[src/rtl/digit_step_ctrl_pkg.sv]
// Shared types and constants for the minutes/seconds digit step controller.
package digit_step_pkg;

    // Button-handling FSM states.
    typedef enum logic [1:0] {
        IDLE   = 2'd0,
        HOLD   = 2'd1,
        REPEAT = 2'd2,
        LOCK   = 2'd3
    } step_state_e;

    // Largest legal value of each BCD digit (count runs 00..59).
    localparam int unsigned UNITS_MAX = 9;
    localparam int unsigned TENS_MAX  = 5;

    // Larger of two cycle counts; sizes the shared interval counter.
    function automatic int unsigned max2(input int unsigned a, input int unsigned b);
        return (a > b) ? a : b;
    endfunction

endpackage

[src/rtl/digit_step_ctrl_if.sv]
// Button levels in, step pulses and digit pair out.
// master: the step controller; slave: whoever drives buttons and watches the count.
interface digit_step_ctrl_if;
    logic       btn_up;
    logic       btn_dn;
    logic       add;
    logic       sub;
    logic [3:0] units;
    logic [3:0] tens;
    logic       wrap;

    modport master (
        input  btn_up,
        input  btn_dn,
        output add,
        output sub,
        output units,
        output tens,
        output wrap
    );

    modport slave (
        output btn_up,
        output btn_dn,
        input  add,
        input  sub,
        input  units,
        input  tens,
        input  wrap
    );
endinterface

[src/rtl/digit_step_ctrl_mod_counter.sv]
// One BCD digit counting modulo MAX+1. carry/borrow are combinational and
// flag that the current inc/dec request wraps this digit, so the next digit
// can be stepped in the same clock edge.
module digit_mod_counter #(
    parameter int unsigned MAX = 9
) (
    input  logic       clk,
    input  logic       rst_n,
    input  logic       inc,
    input  logic       dec,
    output logic [3:0] q,
    output logic       carry,
    output logic       borrow
);

    logic [3:0] q_r;

    assign carry  = inc && (q_r == 4'(MAX));
    assign borrow = dec && (q_r == 4'd0);
    assign q      = q_r;

    // Digit register: wrap at MAX going up and at 0 going down.
    always_ff @(posedge clk) begin
        if (!rst_n) begin
            q_r <= 4'd0;
        end else if (inc && !dec) begin
            q_r <= carry ? 4'd0 : (q_r + 4'd1);
        end else if (dec && !inc) begin
            q_r <= borrow ? 4'(MAX) : (q_r - 4'd1);
        end else begin
            q_r <= q_r;
        end
    end

endmodule

[src/rtl/digit_step_ctrl.sv]
// Turns held up/down button levels into single-cycle add/sub steps
// (initial step, hold delay, auto-repeat) and keeps the BCD 00..59 count
// those steps act on. Step pulses, wrap and the new count share one edge.
module digit_step_ctrl
    import digit_step_pkg::*;
#(
    parameter int unsigned HOLD_CYCLES   = 50,
    parameter int unsigned REPEAT_CYCLES = 10
) (
    input  logic               clk,
    input  logic               rst_n,
    digit_step_ctrl_if.master  bus
);

    localparam int unsigned CNT_MAX = max2(HOLD_CYCLES, REPEAT_CYCLES);
    localparam int unsigned CNT_W   = $clog2(CNT_MAX + 1);
    // Counter value at which the pending step fires (counter is cleared on
    // every step, so it never climbs past CNT_MAX-1).
    localparam logic [CNT_W-1:0] HOLD_LAST   = CNT_W'(HOLD_CYCLES - 1);
    localparam logic [CNT_W-1:0] REPEAT_LAST = CNT_W'(REPEAT_CYCLES - 1);

    step_state_e      state_r;
    step_state_e      state_s;
    logic [CNT_W-1:0] cnt_r;
    logic [CNT_W-1:0] cnt_s;
    logic             dir_up_r;
    logic             dir_up_s;
    logic             step_s;
    logic             step_up_s;
    logic             step_dn_s;
    logic             lat_btn_s;
    logic             oth_btn_s;
    logic [CNT_W-1:0] last_s;

    logic             add_r;
    logic             sub_r;
    logic             wrap_r;

    logic [3:0]       units_q_s;
    logic [3:0]       tens_q_s;
    logic             units_carry_s;
    logic             units_borrow_s;
    logic             tens_carry_s;
    logic             tens_borrow_s;
    logic             wrap_s;

    // Next-state, interval counter and step decision for the button FSM.
    always_comb begin
        state_s   = state_r;
        cnt_s     = cnt_r;
        dir_up_s  = dir_up_r;
        step_s    = 1'b0;
        lat_btn_s = dir_up_r ? bus.btn_up : bus.btn_dn;
        oth_btn_s = dir_up_r ? bus.btn_dn : bus.btn_up;
        last_s    = (state_r == HOLD) ? HOLD_LAST : REPEAT_LAST;

        case (state_r)
            IDLE: begin
                if (bus.btn_up && bus.btn_dn) begin
                    state_s = LOCK;
                    cnt_s   = '0;
                end else if (bus.btn_up || bus.btn_dn) begin
                    step_s   = 1'b1;
                    dir_up_s = bus.btn_up;
                    cnt_s    = '0;
                    state_s  = HOLD;
                end else begin
                    state_s = IDLE;
                end
            end
            HOLD, REPEAT: begin
                // A conflicting press wins over a release so the opposite
                // direction never steps without both buttons going low first.
                if (oth_btn_s) begin
                    state_s = LOCK;
                    cnt_s   = '0;
                end else if (!lat_btn_s) begin
                    state_s = IDLE;
                    cnt_s   = '0;
                end else if (cnt_r == last_s) begin
                    step_s  = 1'b1;
                    cnt_s   = '0;
                    state_s = REPEAT;
                end else begin
                    cnt_s = cnt_r + CNT_W'(1);
                end
            end
            LOCK: begin
                if (!bus.btn_up && !bus.btn_dn) begin
                    state_s = IDLE;
                end else begin
                    state_s = LOCK;
                end
                cnt_s = '0;
            end
            default: begin
                state_s = IDLE;
                cnt_s   = '0;
            end
        endcase

        step_up_s = step_s && dir_up_s;
        step_dn_s = step_s && !dir_up_s;
    end

    // FSM, interval counter and registered step/wrap pulses.
    always_ff @(posedge clk) begin
        if (!rst_n) begin
            state_r  <= IDLE;
            cnt_r    <= '0;
            dir_up_r <= 1'b0;
            add_r    <= 1'b0;
            sub_r    <= 1'b0;
            wrap_r   <= 1'b0;
        end else begin
            state_r  <= state_s;
            cnt_r    <= cnt_s;
            dir_up_r <= dir_up_s;
            add_r    <= step_up_s;
            sub_r    <= step_dn_s;
            wrap_r   <= wrap_s;
        end
    end

    digit_mod_counter #(.MAX(UNITS_MAX)) u_units (
        .clk    (clk),
        .rst_n  (rst_n),
        .inc    (step_up_s),
        .dec    (step_dn_s),
        .q      (units_q_s),
        .carry  (units_carry_s),
        .borrow (units_borrow_s)
    );

    digit_mod_counter #(.MAX(TENS_MAX)) u_tens (
        .clk    (clk),
        .rst_n  (rst_n),
        .inc    (units_carry_s),
        .dec    (units_borrow_s),
        .q      (tens_q_s),
        .carry  (tens_carry_s),
        .borrow (tens_borrow_s)
    );

    // The units carry/borrow is only raised while that digit is being
    // stepped, so it already carries the step qualification into tens.
    assign wrap_s = tens_carry_s || tens_borrow_s;

    assign bus.add   = add_r;
    assign bus.sub   = sub_r;
    assign bus.wrap  = wrap_r;
    assign bus.units = units_q_s;
    assign bus.tens  = tens_q_s;

endmodule

[src/flat_wrapper.sv]
// flat-port wrapper written by rule: the top's interface ports become plain ports
module digit_step_ctrl_flat import digit_step_pkg::*;
#(
    parameter int unsigned HOLD_CYCLES   = 50,
    parameter int unsigned REPEAT_CYCLES = 10
)
  (clk, rst_n, bus_btn_up, bus_btn_dn, bus_add, bus_sub, bus_units, bus_tens, bus_wrap);
  digit_step_ctrl_if bus_i ();
  input  logic clk;
  input  logic rst_n;
  input wire logic [$bits(bus_i.btn_up)-1:0] bus_btn_up;
  input wire logic [$bits(bus_i.btn_dn)-1:0] bus_btn_dn;
  output wire logic [$bits(bus_i.add)-1:0] bus_add;
  output wire logic [$bits(bus_i.sub)-1:0] bus_sub;
  output wire logic [$bits(bus_i.units)-1:0] bus_units;
  output wire logic [$bits(bus_i.tens)-1:0] bus_tens;
  output wire logic [$bits(bus_i.wrap)-1:0] bus_wrap;
  assign bus_i.btn_up = bus_btn_up;
  assign bus_i.btn_dn = bus_btn_dn;
  assign bus_add = bus_i.add;
  assign bus_sub = bus_i.sub;
  assign bus_units = bus_i.units;
  assign bus_tens = bus_i.tens;
  assign bus_wrap = bus_i.wrap;
  digit_step_ctrl #(.HOLD_CYCLES(HOLD_CYCLES), .REPEAT_CYCLES(REPEAT_CYCLES)) u_core (.clk(clk), .rst_n(rst_n), .bus(bus_i));
endmodule
[config.mk]
export PLATFORM = sky130hd
export DESIGN_NAME = digit_step_ctrl_flat
export DESIGN_NICKNAME = d
export VERILOG_FILES = /design/src/rtl/digit_step_ctrl_pkg.sv /design/src/rtl/digit_step_ctrl_if.sv /design/src/rtl/digit_step_ctrl_mod_counter.sv /design/src/rtl/digit_step_ctrl.sv /design/src/flat_wrapper.sv
export SDC_FILE = /design/constraint.sdc
export NUM_CORES = 1
export LEC_CHECK = 0
export CAP_MARGIN = 5
export CORE_MARGIN = 5
export CORE_UTILIZATION = 55
export CTS_BUF_LIST = sky130_fd_sc_hd__clkbuf_4 sky130_fd_sc_hd__clkbuf_8
export DETAILED_ROUTE_END_ITERATION = 8
export GPL_TIMING_DRIVEN = 0
export PLACE_DENSITY = 0.83
export SYNTH_ARGS = -nofsm -noshare
export SYNTH_HDL_FRONTEND = slang
export SYNTH_HIERARCHICAL = 1
export SYNTH_SLANG_ARGS = --single-unit
[constraint.sdc]
create_clock -name clk -period 3.5 [get_ports clk]
set_input_delay 0.7 -clock clk [delete_from_list [all_inputs] [get_ports clk]]
set_output_delay 0.7 -clock clk [all_outputs]
set_load 0.005 [all_outputs]
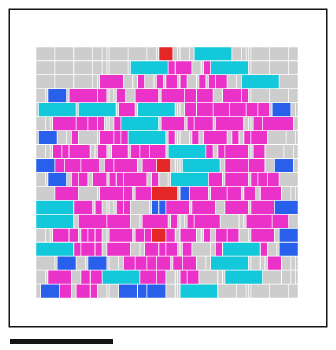
(run_1/class_map.png)
The bar under the picture is 20 µm long. Fill, decap, tap and diode cells in grey.
legend:
  clock drivers and dummy loads:
    colour: red
    cells: 4
    share_of_their_area: 2.2%
  remaining buffers and delay cells:
    colour: blue
    cells: 18
    share_of_their_area: 9.7%
  remaining logic cells:
    colour: magenta
    cells: 146
    share_of_their_area: 64%
  sequential cells:
    colour: cyan
    cells: 20
    share_of_their_area: 24%
placeable core region: 2500 µm²
post-layout utilization of the core: 0.6782

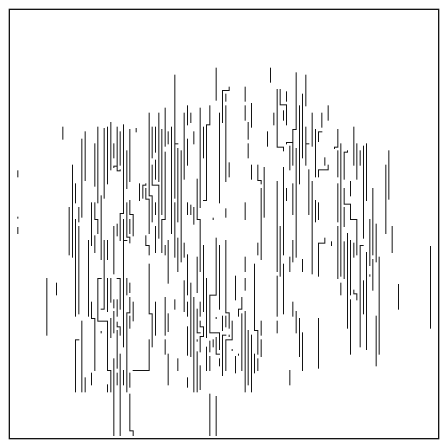
(run_1/m2.png)
wire length on this layer: 1490 µm
share of all routed wire: 49%
main direction: vertical
nets with wire on the layer: 177
longest straight run: 19.0 µm
detailed-route via count: 1267
Total Routed Length: 3037 µm
global-route met2 utilization: 0.3288

==> tab_implementation.tex, run 1 <==
% Synthesis and place-and-route results
\begin{tabular}{lr}
\hline
Metric & Value \\
\hline
\multicolumn{2}{l}{\textbf{Status}} \\
Run status & complete, no violations \\
\multicolumn{2}{l}{\textbf{Route}} \\
DRC marker count from the first detailed-route iteration & slightly above 70 \\
Top routing layer used & met4 \\
Routed len/inst & 13.93 µm \\
Count of TritonRoute iterations in the first routing pass & 4 \\
Wire length the detailed router placed on met1 & 1384 µm \\
Met3 routed WL & 114 µm \\
\multicolumn{2}{l}{\textbf{Synthesis}} \\
Top area contributor share & 0.2737 \\
Total nets after synthesis & $\sim$190 \\
Main area contributors & dfxtp\_1 27\%, ha\_1 16\%, nor2b\_1 4.3\%, inv\_1 4.1\%, nor2\_1 3.6\% \\
Basic Gates by Area & 0.2695 \\
Number of unique standard cell types used by synthesis & 50 \\
XOR/XNOR share of the synthesized area & 0.04192 \\
Number of warning messages in the yosys log & 6 \\
Area fraction in full adders, half adders and majority gates & 0.1625 \\
Chip area in the Yosys report & 1463 µm² \\
Portion of netlist area occupied by mux cells & 0.02823 \\
Mapped Cells & 170 \\
\multicolumn{2}{l}{\textbf{Worst setup path}} \\
Kind of cell adding the most delay to the critical path & simple AND/OR/NAND/NOR gates \\
Crit. End Element & register \\
Data arrival time at the worst-slack endpoint & 3470 ps \\
Kind of critical path & primary input to register \\
Critical path peak fanout & 6 \\
Library cell appearing most often on the critical path & inv\_1 \\
Sum of buffers and inverters on the critical path & 4 \\
Worst Reg-to-Reg Cells & 13 \\
Critical path required time & 3700 ps \\
\multicolumn{2}{l}{\textbf{Final timing}} \\
Setup violations, final & 0 \\
Maximum operating frequency & around 0.31 GHz \\
Setup Skew & between 3 and 4 ps \\
Final hold viol count & 0 \\
Slew at the pin closest to its max-slew limit & 507.3 ps \\
Shortest period the worst path allows & $\sim$3300 ps \\
Final Max-Slew Violation Tally & 0 \\
Hold Slack & 500.3 ps \\
\multicolumn{2}{l}{\textbf{Hold path}} \\
Hold path depth & 2 \\
Path class of the lowest-slack min-delay path & register to register \\
\multicolumn{2}{l}{\textbf{Place}} \\
Placed insts & 214 \\
Gpl congestion & 0.8765 \\
Final HPWL DP & 2287 µm \\
\multicolumn{2}{l}{\textbf{Power and ir drop}} \\
Total sequential power & between 0.0003 and 0.0004 W \\
Clock network fraction of total power & 0.111 \\
Combinational power share & 0.584 \\
Fraction of power consumed by sequential logic & 0.305 \\
Leakage power total & between 0.7 and 0.8 nW \\
Worst IR drop on VDD & 0.5671 mV \\
Switching share of power & 0.4310 \\
P per Cell Area & 731.9 nW/µm² \\
Largest power group & combinational cells \\
P\_sw & 0.0005348 W \\
PnR Total Power & 0.001241 W \\
Logic power comb & 0.000725 W \\
Power in the clock group & 0.000138 W \\
\multicolumn{2}{l}{\textbf{Global routing}} \\
Pin count of the biggest net entering global routing & 12 \\
Via count of the first global-routing pass & 1276 \\
Global route hottest layer & met2 \\
First-pass GRT wire length & 5375 µm \\
Met1 GRT Util & 0.2267 \\
Number of antenna violations at the first check in global routing & 0 \\
Met3 GRT Util & 0.02725 \\
Total gr overflow & 0 \\
\multicolumn{2}{l}{\textbf{Layout}} \\
\#MultiIn Comb & 129 \\
Final instance area & 1695 µm² \\
Portion of the layout cell area used by non-clock buffers & 0.09446 \\
Share of final layout cell area taken by clock buffers and inverters & 0.02140 \\
Largest contributor to cell area by class & logic gates \\
Invs w/o clock & 17 \\
Multi-input gate area in the final layout & 996.0 µm² \\
Commonest non-fill, non-tap cells in the layout & 20 x dfxtp\_1, 19 x ha\_1, 16 x inv\_1 \\
Number of nets in the finished design & 212 \\
\multicolumn{2}{l}{\textbf{Die}} \\
Die Y & 61.57 µm \\
Tap Cells & 30 \\
I/O pins & 15 \\
\multicolumn{2}{l}{\textbf{CTS}} \\
CTS H-tree lvls & 1 \\
Number of buffers added for setup after CTS & 0 \\
Post-CTS Resized & 0 \\
Total clock buffers created by CTS & 3 \\
Maximum clock insertion buffer count & 2 \\
TritonCTS clock tree & done \\
\multicolumn{2}{l}{\textbf{Job}} \\
OpenROAD warnings & 38 \\
\hline
\end{tabular}
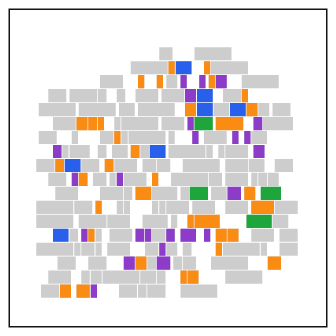
(run_1/gates.png)
legend:
  nor cells:
    colour: orange
    cells: 34
  xor and xnor cells:
    colour: blue
    cells: 7
  nand cells:
    colour: purple
    cells: 24
  mux cells:
    colour: green
    cells: 4
fin cells: 218
fraction of area in multi-input gates: 0.5875
Top cell excl fill/tap: dfxtp_1

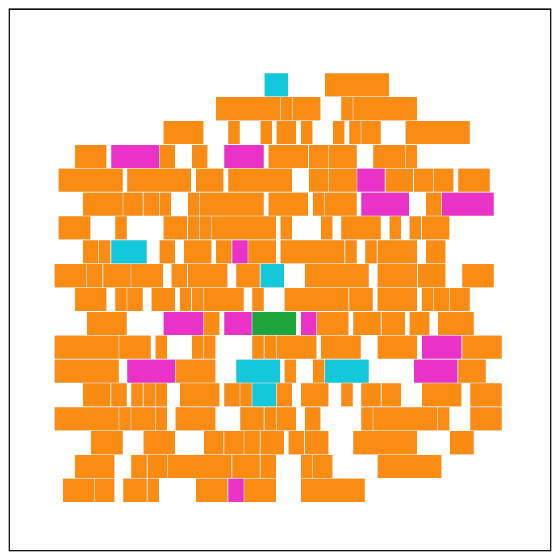
(run_1/sizing.png)
legend:
  x1 and smaller:
    colour: orange
    cells: 168
    share: 89%
    most_used: dfxtp_1
  x3 and x4:
    colour: cyan
    cells: 6
    share: 3.2%
    most_used: clkbuf_4
  x2:
    colour: magenta
    cells: 13
    share: 6.9%
  x6 and larger:
    colour: green
    cells: 1
    share: 0.53%
    most_used: clkbuf_8
area growth from synthesis to final layout: 15.91%
Non-clk bufs: 18
worst setup slack after layout: 232.3 ps

-- run 1: final timing paths --
check | from | to | slack [ps]
worst max-delay path | bus_btn_dn | u_core/u_tens/q[2]$_SDFFE_PN0P_ | 230
worst min register to register | u_core/state_r[1]$_SDFFE_PN0P_ | u_core/state_r[1]$_SDFFE_PN0P_ | 500
worst min-delay path | u_core/state_r[1]$_SDFFE_PN0P_ | u_core/state_r[1]$_SDFFE_PN0P_ | 500
worst max register to register | u_core/state_r[1]$_SDFFE_PN0P_ | u_core/u_tens/q[2]$_SDFFE_PN0P_ | 660
-- run 1: sequential cells by signal (all words and copies together), names as in the netlist --
name and cells:
u_core/cnt_r 6, u_core/u_tens/q 4, u_core/u_units/q 4, u_core/state_r 2
u_core/bus.add 1, u_core/bus.sub 1, u_core/bus.wrap 1, u_core/dir_up_r 1
--- run 2 (diff from run 1) ---
--- a/config.mk
+++ b/config.mk
@@ -5,6 +5,7 @@
 export SDC_FILE = /design/constraint.sdc
 export NUM_CORES = 1
 export LEC_CHECK = 0
+export ABC_CLOCK_PERIOD_IN_PS = 3500
 export CAP_MARGIN = 5
 export CORE_MARGIN = 5
 export CORE_UTILIZATION = 55
@@ -12,6 +13,7 @@
 export DETAILED_ROUTE_END_ITERATION = 8
 export GPL_TIMING_DRIVEN = 0
 export PLACE_DENSITY = 0.83
+export SETUP_SLACK_MARGIN = 0.4
 export SYNTH_ARGS = -nofsm -noshare
 export SYNTH_HDL_FRONTEND = slang
 export SYNTH_HIERARCHICAL = 1
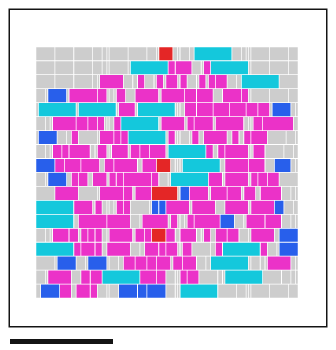
(run_2/class_map.png)
The bar under the picture is 20 µm long. Fill, decap, tap and diode cells in grey.
legend:
  clock drivers and dummy loads:
    colour: red
    cells: 4
    share_of_their_area: 2.2%
  sequential cells:
    colour: cyan
    cells: 20
    share_of_their_area: 24%
  remaining buffers and delay cells:
    colour: blue
    cells: 19
    share_of_their_area: 9.6%
  remaining logic cells:
    colour: magenta
    cells: 146
    share_of_their_area: 64%
final instance area: 1698 µm²
register share of the cell area: 0.2358

==> run 2 against run 1 <==
Sequential cell count did not move. Clock power barely moved. Sequential share of layout area barely moved. Highest routed layer unchanged.
==> tab_implementation.tex, run 2 <==
% Synthesis and place-and-route results
\begin{tabular}{lr}
\hline
Metric & Value \\
\hline
\multicolumn{2}{l}{\textbf{Worst setup path}} \\
Library cell contributing the largest single delay on the critical path & a2111oi\_2 (was clkdlybuf4s50\_1) \\
Startpoint of the lowest-slack register-to-register path & u\_core/state\_r[1]\$\_SDFFE\_PN0P\_ (unchanged) \\
R2R Setup Slk & 700 ps (was 660 ps) \\
Kind of cell adding the most delay to the critical path & simple AND/OR/NAND/NOR gates (unchanged) \\
Data arrival time at the worst-slack endpoint & 3010 ps (was 3470 ps) \\
Library cell appearing most often on the critical path & inv\_1 (unchanged) \\
Crit. End Element & register (unchanged) \\
Kind of critical path & primary input to register (unchanged) \\
Critical path required time & 3700 ps (about the same) \\
Type of element launching the critical path & primary input (unchanged) \\
CP startpoint & bus\_btn\_dn (unchanged) \\
Critical path peak fanout & 6 (unchanged) \\
Sum of buffers and inverters on the critical path & 4 (unchanged) \\
Capturing point of the worst reg2reg path & u\_core/u\_tens/q[2]\$\_SDFFE\_PN0P\_ (unchanged) \\
Capture point of the worst path & u\_core/u\_tens/q[2]\$\_SDFFE\_PN0P\_ (unchanged) \\
Worst Reg-to-Reg Cells & 11 (was 13) \\
\multicolumn{2}{l}{\textbf{Global routing}} \\
First-pass GRT wire length & 5402 µm (was 5375 µm) \\
Pin count of the biggest net entering global routing & 12 (unchanged) \\
Via count of the first global-routing pass & 1278 (was 1276) \\
Total gr overflow & 0 (unchanged) \\
Number of antenna violations at the first check in global routing & 0 (unchanged) \\
\multicolumn{2}{l}{\textbf{Synthesis}} \\
Main area contributors & dfxtp\_1 27\%, ha\_1 16\%, nor2b\_1 4.3\%, inv\_1 4.1\%, nor2\_1 3.6\% (unchanged) \\
Total nets after synthesis & 193 (unchanged) \\
Number of unique standard cell types used by synthesis & 50 (unchanged) \\
Basic Gates by Area & 0.2695 (unchanged) \\
Number of warning messages in the yosys log & 6 (unchanged) \\
Chip area in the Yosys report & 1463 µm² (unchanged) \\
Top area contributor share & 0.2737 (unchanged) \\
Mapped Cells & 170 (unchanged) \\
Portion of netlist area occupied by mux cells & 0.02823 (unchanged) \\
Area fraction in full adders, half adders and majority gates & 0.1625 (unchanged) \\
\multicolumn{2}{l}{\textbf{Layout}} \\
Number of flip-flops in the largest register & 6 (unchanged) \\
Largest contributor to cell area by class & logic gates (unchanged) \\
Share of final layout cell area taken by clock buffers and inverters & 0.02137 (was 0.02140) \\
Top cell excl fill/tap & dfxtp\_1 (unchanged) \\
Portion of the layout cell area used by non-clock buffers & 0.09359 (was 0.09446) \\
Fraction of area in multi-input gates & 0.5888 (was 0.5875) \\
Commonest non-fill, non-tap cells in the layout & 20 x dfxtp\_1, 18 x ha\_1, 16 x inv\_1 (was 20 x dfxtp\_1, 19 x ha\_1, 16 x inv\_1) \\
\#MultiIn Comb & 129 (unchanged) \\
Post-layout utilization of the core & 0.6792 (was 0.6782) \\
Number of nets in the finished design & 213 (was 212) \\
Multi-input gate area in the final layout & 999.7 µm² (was 996.0 µm²) \\
Invs w/o clock & 17 (unchanged) \\
\multicolumn{2}{l}{\textbf{Route}} \\
Count of TritonRoute iterations in the first routing pass & 4 (unchanged) \\
Detailed-route via count & 1271 (was 1267) \\
Routed len/inst & 13.96 µm (was 13.93 µm) \\
Total Routed Length & 3058 µm (was 3037 µm) \\
\multicolumn{2}{l}{\textbf{Die}} \\
Die Y & 61.57 µm (unchanged) \\
Placeable core region & 2500 µm² (unchanged) \\
Tap Cells & 30 (unchanged) \\
I/O pins & 15 (unchanged) \\
\multicolumn{2}{l}{\textbf{Final timing}} \\
Slew at the pin closest to its max-slew limit & 501.8 ps (was 507.3 ps) \\
Setup Skew & 3.085 ps (was 3.547 ps) \\
Maximum operating frequency & 0.3561 GHz (was 0.3060 GHz) \\
Setup violations, final & 0 (unchanged) \\
Final Max-Slew Violation Tally & 0 (unchanged) \\
Final hold viol count & 0 (unchanged) \\
Shortest period the worst path allows & 2808 ps (was 3268 ps) \\
\multicolumn{2}{l}{\textbf{CTS}} \\
CTS H-tree lvls & 1 (unchanged) \\
Maximum clock insertion buffer count & 2 (unchanged) \\
Clock tree root driver cell & clkbuf\_4 (unchanged) \\
Total clock buffers created by CTS & 3 (unchanged) \\
TritonCTS clock tree & done (unchanged) \\
\multicolumn{2}{l}{\textbf{Power and ir drop}} \\
Worst IR drop on VDD & 0.5731 mV (was 0.5671 mV) \\
Power in the clock group & 0.000138 W (about the same) \\
P per Cell Area & 733.1 nW/µm² (was 731.9 nW/µm²) \\
Logic power comb & 0.000728 W (was 0.000725 W) \\
Leakage power total & 0.7016 nW (was 0.7027 nW) \\
Largest power group & combinational cells (unchanged) \\
Combinational power share & 0.585 (was 0.584) \\
Total sequential power & 0.000379 W (was 0.000378 W) \\
Clock network fraction of total power & 0.111 (about the same) \\
P\_sw & 0.0005352 W (was 0.0005348 W) \\
PnR Total Power & 0.001245 W (was 0.001241 W) \\
Fraction of power consumed by sequential logic & 0.305 (about the same) \\
\multicolumn{2}{l}{\textbf{Job}} \\
OpenROAD warnings & 38 (unchanged) \\
\multicolumn{2}{l}{\textbf{Place}} \\
Final HPWL DP & 2287 µm (unchanged) \\
Gpl congestion & 0.8765 (unchanged) \\
\multicolumn{2}{l}{\textbf{Hold path}} \\
Hold path depth & 2 (unchanged) \\
Hold path endpoint & u\_core/state\_r[1]\$\_SDFFE\_PN0P\_ (unchanged) \\
Hold\_sp & u\_core/state\_r[1]\$\_SDFFE\_PN0P\_ (unchanged) \\
\multicolumn{2}{l}{\textbf{Status}} \\
Run status & complete, no violations (unchanged) \\
\hline
\end{tabular}
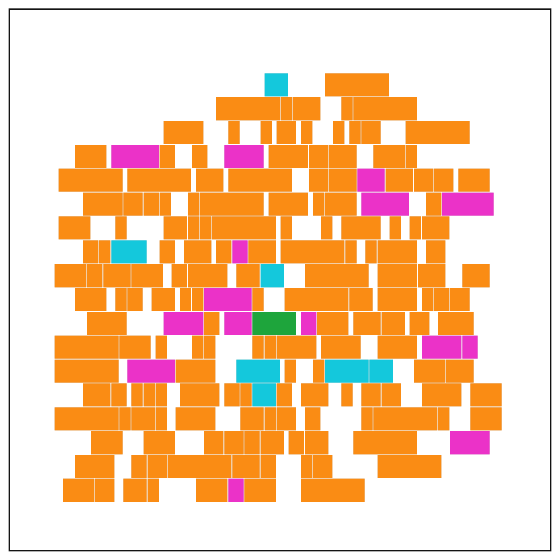
(run_2/sizing.png)
legend:
  x1 and smaller:
    colour: orange
    cells: 166
    share: 88%
    most_used: dfxtp_1
  x3 and x4:
    colour: cyan
    cells: 7
    share: 3.7%
    most_used: clkbuf_4
  x2:
    colour: magenta
    cells: 15
    share: 7.9%
  x6 and larger:
    colour: green
    cells: 1
    share: 0.53%
    most_used: clkbuf_8
worst setup slack after layout: 692.0 ps
Non-clk bufs: 19
area growth from synthesis to final layout: 16.08%

## run 2: netlist changes by cell type in the layout (fill, tap and decap cells not counted), sizes merged
| cell | before | now |
|---|---|---|
| dlygate4sd2 | 0 | 1 |
| buf | 1 | 2 |
| clkdlybuf4s50 | 13 | 12 |
| dlymetal6s2s | 1 | 0 |
| clkbuf | 7 | 8 |
## run 2: routing by layer
| layer | up-vias | track usage | wire, µm |
|---|---|---|---|
| met4 | 0 | 0.08182 | 61 |
| met2 | 36 | 0.3288 | 1475 |
| met3 | 8 | 0.02725 | 145 |
| met1 | 598 | 0.2292 | 1376 |
| met5 | - | 0 | 0 |
| li1 | 629 | - | - |
## run 2: repair_timing
item,4_1_cts,5_1_grt
endpoints found under the setup margin,7,2
hold endpoints to repair,0,0
gates resized,6,3
setup buffers,1,0
No activity file was given, so power comes from the tool's default toggle rates.
